==> run_1/layer_met1.png <==
Scale: 6 px per um. Supply wires on this layer in grey. Cells faint in the background.
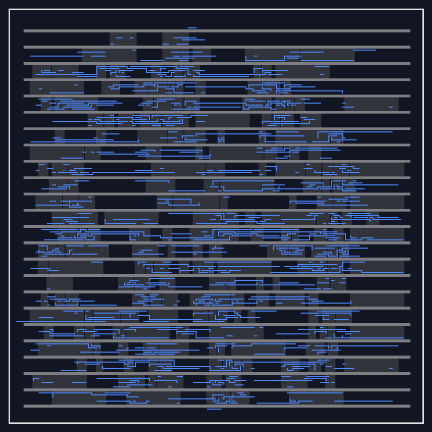
==> run_1/layer_met2.png <==
Scale: 6 px per um.
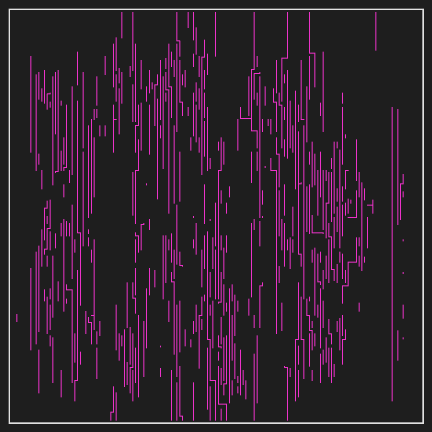
==> run_1/layer_met3.png <==
Scale: 8 px per um. Cells faint in the background.
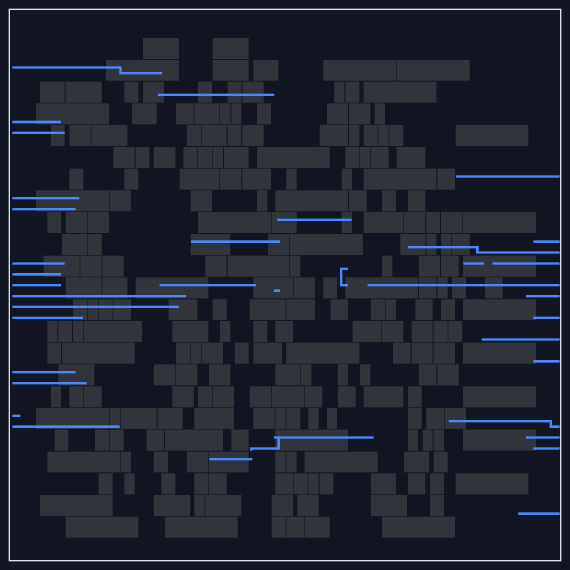
[config.mk]
export PLATFORM = sky130hd
export DESIGN_NAME = mac_accumulator_flat
export DESIGN_NICKNAME = d
export VERILOG_FILES = /design/src/rtl/mac_accumulator_if.sv /design/src/rtl/mac_accumulator.sv /design/src/flat_wrapper.sv
export SDC_FILE = /design/constraint.sdc
export NUM_CORES = 1
export LEC_CHECK = 0
export CORE_MARGIN = 2
export CORE_UTILIZATION = 50
export DETAILED_ROUTE_END_ITERATION = 10
export DONT_BUFFER_PORTS = 1
export MAX_ROUTING_LAYER = met4
export PLACE_DENSITY = 0.66
export RECOVER_POWER = 100
export SLEW_MARGIN = 15
export SYNTH_ARGS = -nofsm -noshare
export SYNTH_HDL_FRONTEND = slang
export SYNTH_SLANG_ARGS = --single-unit
[constraint.sdc]
create_clock -name clk -period 2.9 [get_ports clk]
set_clock_uncertainty 0.1 [all_clocks]
set_input_delay 0.725 -clock clk [delete_from_list [all_inputs] [get_ports clk]]
set_output_delay 0.725 -clock clk [all_outputs]
set_load 0.005 [all_outputs]
[src/rtl/mac_accumulator_if.sv]
// Streaming interface between the arithmetic front end, the frame
// accumulator and the downstream consumer of frame results.
interface mac_accumulator_if #(
   parameter int N     = 4,
   parameter int ACC_W = 12,
   parameter int CNT_W = 5
);
   logic               clear;
   logic               in_valid;
   logic               in_ready;
   logic [N:0]         sum_in;
   logic [2*N-1:0]     prod_in;
   logic               out_valid;
   logic               out_ready;
   logic [ACC_W-1:0]   acc_sum;
   logic [ACC_W-1:0]   acc_prod;
   logic               ovf;
   logic [CNT_W-1:0]   beat_cnt;

   // Producer of beats / consumer of results
   modport master (
      output clear, in_valid, sum_in, prod_in, out_ready,
      input  in_ready, out_valid, acc_sum, acc_prod, ovf, beat_cnt
   );

   // The accumulator itself
   modport slave (
      input  clear, in_valid, sum_in, prod_in, out_ready,
      output in_ready, out_valid, acc_sum, acc_prod, ovf, beat_cnt
   );
endinterface

[src/rtl/mac_accumulator.sv]
// Frame accumulator: sums K beats of {cout,sum} and prod into two running
// totals, then presents the frame result on a valid/ready output until taken.
module mac_accumulator #(
   parameter int N     = 4,
   parameter int K     = 16,
   parameter int ACC_W = 12,
   parameter int CNT_W = 5
) (
   input  logic             clk,
   input  logic             rst_n,
   mac_accumulator_if.slave bus
);

   typedef enum logic {ACC, HOLD} state_t;

   state_t             state_q, state_d;
   logic [ACC_W-1:0]   acc_sum_q, acc_sum_d;
   logic [ACC_W-1:0]   acc_prod_q, acc_prod_d;
   logic               ovf_q, ovf_d;
   logic [CNT_W-1:0]   beat_cnt_q, beat_cnt_d;

   logic [N:0]         sum_in_w;
   logic [2*N-1:0]     prod_in_w;
   logic [ACC_W-1:0]   sum_ext, prod_ext;
   logic [ACC_W:0]     sum_add, prod_add;
   logic               in_ready;
   logic               out_valid;
   logic               accept;
   logic               xfer;

   assign sum_in_w  = bus.sum_in;
   assign prod_in_w = bus.prod_in;
   assign sum_ext   = ACC_W'(sum_in_w);
   assign prod_ext  = ACC_W'(prod_in_w);

   assign out_valid = (state_q == HOLD);
   assign accept    = bus.in_valid & in_ready;
   assign xfer      = out_valid & bus.out_ready;

   // Beat acceptance: always while collecting, only alongside a transfer while holding
   always_comb begin
      in_ready = 1'b0;
      if (rst_n && !bus.clear) begin
         in_ready = (state_q == ACC) || bus.out_ready;
      end
   end

   // Next-state: frame collection, result hand-off and frame abort
   always_comb begin
      state_d    = state_q;
      acc_sum_d  = acc_sum_q;
      acc_prod_d = acc_prod_q;
      ovf_d      = ovf_q;
      beat_cnt_d = beat_cnt_q;
      sum_add    = {1'b0, acc_sum_q}  + {1'b0, sum_ext};
      prod_add   = {1'b0, acc_prod_q} + {1'b0, prod_ext};

      if (bus.clear) begin
         state_d    = ACC;
         acc_sum_d  = '0;
         acc_prod_d = '0;
         ovf_d      = 1'b0;
         beat_cnt_d = '0;
      end else if (state_q == ACC) begin
         if (accept) begin
            acc_sum_d  = sum_add[ACC_W-1:0];
            acc_prod_d = prod_add[ACC_W-1:0];
            ovf_d      = ovf_q | sum_add[ACC_W] | prod_add[ACC_W];
            if (beat_cnt_q == CNT_W'(K - 1)) begin
               beat_cnt_d = '0;
               state_d    = HOLD;
            end else begin
               beat_cnt_d = beat_cnt_q + CNT_W'(1);
            end
         end
      end else if (xfer) begin
         ovf_d = 1'b0;
         if (accept) begin
            // The beat taken alongside the transfer opens the next frame
            acc_sum_d  = sum_ext;
            acc_prod_d = prod_ext;
            if (K == 1) begin
               beat_cnt_d = '0;
               state_d    = HOLD;
            end else begin
               beat_cnt_d = CNT_W'(1);
               state_d    = ACC;
            end
         end else begin
            acc_sum_d  = '0;
            acc_prod_d = '0;
            beat_cnt_d = '0;
            state_d    = ACC;
         end
      end
   end

   // State registers with asynchronous active-low reset
   always_ff @(posedge clk or negedge rst_n) begin
      if (!rst_n) begin
         state_q    <= ACC;
         acc_sum_q  <= '0;
         acc_prod_q <= '0;
         ovf_q      <= 1'b0;
         beat_cnt_q <= '0;
      end else begin
         state_q    <= state_d;
         acc_sum_q  <= acc_sum_d;
         acc_prod_q <= acc_prod_d;
         ovf_q      <= ovf_d;
         beat_cnt_q <= beat_cnt_d;
      end
   end

   assign bus.in_ready  = in_ready;
   assign bus.out_valid = out_valid;
   assign bus.acc_sum   = acc_sum_q;
   assign bus.acc_prod  = acc_prod_q;
   assign bus.ovf       = ovf_q;
   assign bus.beat_cnt  = beat_cnt_q;

endmodule

[src/flat_wrapper.sv]
// flat-port wrapper written by rule: the top's interface ports become plain ports
module mac_accumulator_flat 
#(
   parameter int N     = 4,
   parameter int K     = 16,
   parameter int ACC_W = 12,
   parameter int CNT_W = 5
)
  (clk, rst_n, bus_clear, bus_in_valid, bus_sum_in, bus_prod_in, bus_out_ready, bus_in_ready, bus_out_valid, bus_acc_sum, bus_acc_prod, bus_ovf, bus_beat_cnt);
  mac_accumulator_if #(.N(N), .ACC_W(ACC_W), .CNT_W(CNT_W)) bus_i ();
  input  logic clk;
  input  logic rst_n;
  input wire logic [$bits(bus_i.clear)-1:0] bus_clear;
  input wire logic [$bits(bus_i.in_valid)-1:0] bus_in_valid;
  input wire logic [$bits(bus_i.sum_in)-1:0] bus_sum_in;
  input wire logic [$bits(bus_i.prod_in)-1:0] bus_prod_in;
  input wire logic [$bits(bus_i.out_ready)-1:0] bus_out_ready;
  output wire logic [$bits(bus_i.in_ready)-1:0] bus_in_ready;
  output wire logic [$bits(bus_i.out_valid)-1:0] bus_out_valid;
  output wire logic [$bits(bus_i.acc_sum)-1:0] bus_acc_sum;
  output wire logic [$bits(bus_i.acc_prod)-1:0] bus_acc_prod;
  output wire logic [$bits(bus_i.ovf)-1:0] bus_ovf;
  output wire logic [$bits(bus_i.beat_cnt)-1:0] bus_beat_cnt;
  assign bus_i.clear = bus_clear;
  assign bus_i.in_valid = bus_in_valid;
  assign bus_i.sum_in = bus_sum_in;
  assign bus_i.prod_in = bus_prod_in;
  assign bus_i.out_ready = bus_out_ready;
  assign bus_in_ready = bus_i.in_ready;
  assign bus_out_valid = bus_i.out_valid;
  assign bus_acc_sum = bus_i.acc_sum;
  assign bus_acc_prod = bus_i.acc_prod;
  assign bus_ovf = bus_i.ovf;
  assign bus_beat_cnt = bus_i.beat_cnt;
  mac_accumulator #(.N(N), .K(K), .ACC_W(ACC_W), .CNT_W(CNT_W)) u_core (.clk(clk), .rst_n(rst_n), .bus(bus_i));
endmodule
==> out/qor.rpt, run 1 <==
PWR
-------------------------------------------------------------------------------------
Sum of internal, switching and leakage power ...........................      1.03 mW
Leakage Power ..........................................................     0.965 nW
Internal ...............................................................     0.740 mW
PD cells ...............................................................  461 mW/mm^2
Main power group ....................................................... sequential cells
Switching Share ........................................................        28.2%
Worst voltage drop across the vdd grid .................................     0.214 mV
P_sw ...................................................................     0.291 mW
Part of the power in the clock network .................................        37.4%

LOGIC SYNTHESIS
-------------------------------------------------------------------------------------
Fa+ha+maj area frac ....................................................        10.3%
Synthesized-area fraction occupied by and/or/nand/nor cells ............        19.8%
Count leader, synth ....................................................      dfrtp_1
Sequential fraction of the synthesis area ..............................        37.0%
Area reported by Yosys stat ............................................ 0.00210 sq mm
Xor/xnor share .........................................................        3.34%
Syn. warnings ..........................................................            0
Ranking of synthesized cells by area ................................... dfrtp_1, ha_1, o21ai_1, a21oi_1, nand2_1
Synthesized instance count .............................................          229
Prevailing post-synth register cell ....................................      dfrtp_1
Post-Synthesis Net Count ...............................................          263
Complex Gates by Area ..................................................        26.6%
Fraction of registers with async set or reset after synthesis ..........         100%
Number of different library cells in the post-synthesis netlist ........           51
Synth flops ............................................................           31
Commonest cells post-synth ............................................. dfrtp_1, o21ai_1, a21oi_1, nand2_1, nor2_1

PLACEMENT
-------------------------------------------------------------------------------------
Detailed-placement wirelength estimate .................................      3600 um
Standard cell area after detailed placement ............................ 0.00215 sq mm
RePlAce Congestion .....................................................        0.807
IO buf count ...........................................................            0

SETUP PATH
-------------------------------------------------------------------------------------
Setup crit start kind ..................................................    flip-flop
Type of the setup path with the least slack ............................ flip-flop to flip-flop
Crit-path slowest cell .................................................       nor2_1
Cell Chain, Critical Path .............................................. or2_0 > nor2_1 > nor2_1 > clkbuf_2 > o21ai_0 > o21ai_1
Worst R2R Setup Slack ..................................................      0.55 ns
Reg-to-Reg End ......................................................... u_core.bus.beat_cnt[2]
Timing endpoint of the critical path ................................... u_core.bus.beat_cnt[2]
Worst setup path startpoint ............................................ u_core.bus.out_valid

WORST HOLD PATH
-------------------------------------------------------------------------------------
HP Class ............................................................... primary input to asynchronous set/reset pin

CLOCK NETWORK
-------------------------------------------------------------------------------------
CTS tree ...............................................................          yes
Maximum level of the CTS H-tree ........................................            2
TritonCTS Buffers ......................................................            5
Clock Root Buffer ......................................................     clkbuf_8
Quantity of gates resized following cts ................................            0
Bufs on Longest Clock Path .............................................            2
Clock-pin slew of the registers on the worst-case setup and hold paths .      0.07 ns

TIMING
-------------------------------------------------------------------------------------
Final-report setup violation count .....................................            0
Setup repair after global routing missed its margin ....................           no
Final Cycle Share ......................................................        81.2%
Max-slew headroom ......................................................        64.2%
Count of final max-slew check failures .................................            0
Hold Violations, Final .................................................            0
F_max ..................................................................      425 MHz

FLOORPLANNING
-------------------------------------------------------------------------------------
Number of ports placed on the die boundary .............................           50
Vertical die dimension .................................................      68.7 um
Total number of placement rows .........................................           23
Floorplan core area .................................................... 0.00403 sq mm
Die outline area ....................................................... 0.00473 sq mm
Initial cell density of the core .......................................        52.0%
Width of the chip ......................................................      68.7 um

FINISH
-------------------------------------------------------------------------------------
Dominant logic cell types in the final layout .......................... dfrtp_1, nand2_1, a21oi_1
Layout cell share with drive strength beyond 1 .........................        6.87%
Most common cell after layout, fill and taps aside .....................      dfrtp_1
Tally of non-filler cells in the final layout ..........................          283
Synthesis-to-layout area growth ........................................        6.69%
Layout Utilization .....................................................        55.5%
Diodes inserted ........................................................            0

GRT
-------------------------------------------------------------------------------------
Number of global-route vias before repair ..............................         1791
Largest net degree at the start of global routing ......................           37
GR peak layer ..........................................................         met2
Antenna violations before repair .......................................            0
GRT Resource Usage Total ...............................................        23.9%

RUN STATUS
-------------------------------------------------------------------------------------
Result of the run ...................................................... complete, no violations

DRT
-------------------------------------------------------------------------------------
Detail-routed via count per cell .......................................         6.35
Met1 Wirelength ........................................................      2170 um
Average routed wire per standard cell ..................................      17.4 um
Total met3 wirelength after detailed routing ...........................       330 um
Detailed route wirelength on metal2 ....................................      2350 um

FLOW RUN
-------------------------------------------------------------------------------------
Warning total across the stage logs ....................................           26

About layer_met1.png:
share of all routed wire	44%
nets with wire on the layer	254
longest straight run	17.9 um
final wirelength: 4910 um
total number of vias: 1796
met1 layer usage reported by global route: 29.1%

About layer_met2.png:
nets with wire on the layer	224
wire length on this layer	2350 um
main direction	vertical
met2 Usage GRT: 37.6%

About layer_met3.png:
share of all routed wire	6.7%
nets with wire on the layer	31
wire length on this layer	331 um
main direction	horizontal
longest straight run	23.7 um
global-route met3 utilization: 7.95%

[run 1: through the flow]
stage	setup WS [ns]	hold WS [ns]
global placement	0.374	0.330
CTS	0.554	0.0249
floorplan	0.475	0.329
finish	0.546	0.0278
detailed placement	0.283	0.330
global route	0.227	0.0144
[run 1: worst max-delay path: cells and delay by family, from the launching register on]
kind	cells	cell delay [ns]
simple gates	3	1.14
flops	1	0.43
buf+inv	1	0.38
compound gates	2	0.22
[run 1: area by class of cell]
class	instances	area [sq um]	area share, %
Clock buffer	8	100	4.48
Timing Repair Buffer	4	23.8	1.06
Multi-Input combinational cell	187	1260	56.5
Tap cell	50	62.6	2.80
Inverter	3	11.3	0.504
Sequential cell	31	776	34.7
==> run_1/clk_routes.png <==
Scale: 4 px per um.
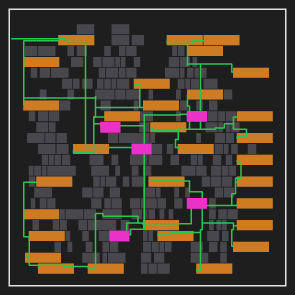

==> inputs of run 2 (changes only) <==
PLACE_DENSITY = 0.69   (was 0.66)
clock period = 1.9 ns   (was 2.9 ns; I/O delays follow)
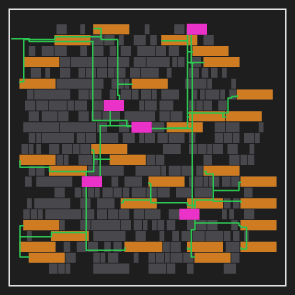
(run_2/clk_routes.png)
Scale: 4 px per um.
[magenta] clock drivers | count: 5
[green] clock wires | length: 466 um
[orange] flip-flops | count: 31
routed clock nets	6
power of the clock network: 0.523 mW
worst-skew pair later-pin latency: 0.29 ns

==> run 2 against run 1 <==
- global-route usage is 3.3 points higher
- sequential share of layout area is 6.6 points lower
- hold slack better by 0.10 ns
- first-iteration DRC count is 89% higher
- the run now ends with setup timing left
- critical endpoint is now u_core.bus.acc_sum[4]
- synthesized area stayed put
- non-clock buffer count is 43 higher
- worst setup slack worse by 0.64 ns
- via count is 11% higher
- register-to-register slack worse by 0.64 ns
- synthesized cell count stayed put
- cell count is 15% higher
- largest cell class unchanged
==> out/qor.rpt, run 2 <==
LOGIC SYNTHESIS
-------------------------------------------------------------------------------------
Syn. warnings ..........................................................            0
Complex Gates by Area ..................................................        26.6%
Synth flops ............................................................           31
Area reported by Yosys stat ............................................ 0.00210 sq mm
Fa+ha+maj area frac ....................................................        10.3%
Prevailing post-synth register cell ....................................      dfrtp_1
Synthesized instance count .............................................          229
Xor/xnor share .........................................................        3.34%
Number of different library cells in the post-synthesis netlist ........           51
Commonest cells post-synth ............................................. dfrtp_1, o21ai_1, a21oi_1, nand2_1, nor2_1
Synthesized-area fraction occupied by and/or/nand/nor cells ............        19.8%
Ranking of synthesized cells by area ................................... dfrtp_1, ha_1, o21ai_1, a21oi_1, nand2_1
Sequential fraction of the synthesis area ..............................        37.0%
Post-Synthesis Net Count ...............................................          263

FINISH
-------------------------------------------------------------------------------------
Layout Utilization .....................................................        68.8%
Layout cell share with drive strength beyond 1 .........................        31.9%
Most common cell after layout, fill and taps aside .....................        buf_4
Diodes inserted ........................................................            0
Synthesis-to-layout area growth ........................................        32.2%
Dominant logic cell types in the final layout .......................... buf_4, dfrtp_1, o21ai_1
Tally of non-filler cells in the final layout ..........................          326

TIMING
-------------------------------------------------------------------------------------
Final setup margin .....................................................   -0.0941 ns
Hold Violations, Final .................................................            0
Count of final max-slew check failures .................................            0
Final critical-path required period ....................................      1.99 ns
Setup repair after global routing missed its margin ....................          yes
F_max ..................................................................      501 MHz
Final-report setup violation count .....................................            7
Smallest hold slack ....................................................     0.132 ns
Final Cycle Share ......................................................         105%

CLOCK NETWORK
-------------------------------------------------------------------------------------
Total clock sinks ......................................................           31
CTS tree ...............................................................          yes
Clock-pin slew of the registers on the worst-case setup and hold paths .      0.07 ns
Quantity of gates resized following cts ................................           12
Maximum level of the CTS H-tree ........................................            2
Clock Root Buffer ......................................................     clkbuf_8
TritonCTS Buffers ......................................................            5
Bufs on Longest Clock Path .............................................            2

SETUP PATH
-------------------------------------------------------------------------------------
Worst path buffer plus inverter count ..................................            1
Crit path max-delay family ............................................. AND-OR/OR-AND gates
Cell Chain, Critical Path .............................................. ha_4 > fa_2 > buf_4 > a21o_1 > a211oi_2 > nor3_1 > a221o_1
Worst setup path startpoint ............................................ u_core.bus.acc_sum[0]
Crit-path slowest cell .................................................      dfrtp_1
Reg-to-Reg End ......................................................... u_core.bus.acc_sum[4]
Timing endpoint of the critical path ................................... u_core.bus.acc_sum[4]
Setup crit start kind ..................................................    flip-flop
WP depth ...............................................................            7
Worst stage delay on the critical path .................................      0.42 ns
Worst R2R Setup Slack ..................................................     -0.09 ns

PWR
-------------------------------------------------------------------------------------
Worst voltage drop across the vdd grid .................................     0.348 mV
Sum of internal, switching and leakage power ...........................      1.71 mW
Leakage Power ..........................................................      1.16 nW
Part of the power in the clock network .................................        30.7%
Part of the power in combinational logic ...............................        27.3%
PD cells ...............................................................  616 mW/mm^2
Switching Share ........................................................        31.0%
Internal ...............................................................      1.18 mW

FLOORPLANNING
-------------------------------------------------------------------------------------
Vertical die dimension .................................................      68.7 um
Total number of placement rows .........................................           23
Floorplan core area .................................................... 0.00403 sq mm
Number of ports placed on the die boundary .............................           50
Initial cell density of the core .......................................        52.0%
Width of the chip ......................................................      68.7 um
Die outline area ....................................................... 0.00473 sq mm

DRT
-------------------------------------------------------------------------------------
Total met3 wirelength after detailed routing ...........................       328 um
Detailed route wirelength on metal2 ....................................      2740 um
Average routed wire per standard cell ..................................      17.3 um
Detail-routed via count per cell .......................................         6.11
Met1 Wirelength ........................................................      2510 um

WORST HOLD PATH
-------------------------------------------------------------------------------------
HP Class ............................................................... primary input to flip-flop
Hold worst-path end .................................................... u_core.bus.out_valid
Hold Path Origin .......................................................    bus_clear

PLACEMENT
-------------------------------------------------------------------------------------
Detailed-placement wirelength estimate .................................      3780 um
Standard cell area after detailed placement ............................ 0.00249 sq mm
Post-Place Setup Slack .................................................    -0.183 ns
RePlAce Congestion .....................................................        0.813
IO buf count ...........................................................            0

GRT
-------------------------------------------------------------------------------------
Largest net degree at the start of global routing ......................           32
GRT Resource Usage Total ...............................................        27.2%
Antenna violations before repair .......................................            0
Number of global-route vias before repair ..............................         2019

FLOW RUN
-------------------------------------------------------------------------------------
Warning total across the stage logs ....................................           29

RUN STATUS
-------------------------------------------------------------------------------------
Failing checks ......................................................... setup timing
Result of the run ...................................................... finished with violations

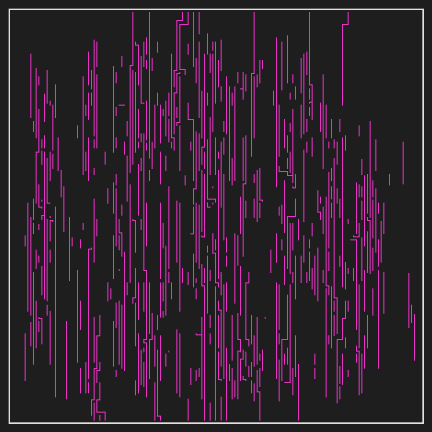
(run_2/layer_met2.png)
Scale: 6 px per um.
final wirelength: 5640 um
met2 Usage GRT: 43.1%
total number of vias: 1991

run 2: cell counts after synthesis:
Identical to the previous run, type by type.
run 2: layer usage:
metal | up-vias | global-route usage, %
li1 | 957 | -
met1 | 983 | 35.0
met2 | 44 | 43.1
met3 | 7 | 5.19
met4 | 0 | 8.82
met5 | - | -
run 2: layout make-up:
| type | count | area, sq um |
|---|---|---|
| clock inverter | 2 | 12.5 |
| timing repair buffer | 47 | 327 |
| fill | 335 | 1260 |
| clock buffer | 6 | 72.6 |
| tap | 50 | 62.6 |
| multi-input combinational | 187 | 1510 |
| sequential | 31 | 779 |
| inverter | 3 | 11.3 |
No activity file was given, so power comes from the tool's default toggle rates.
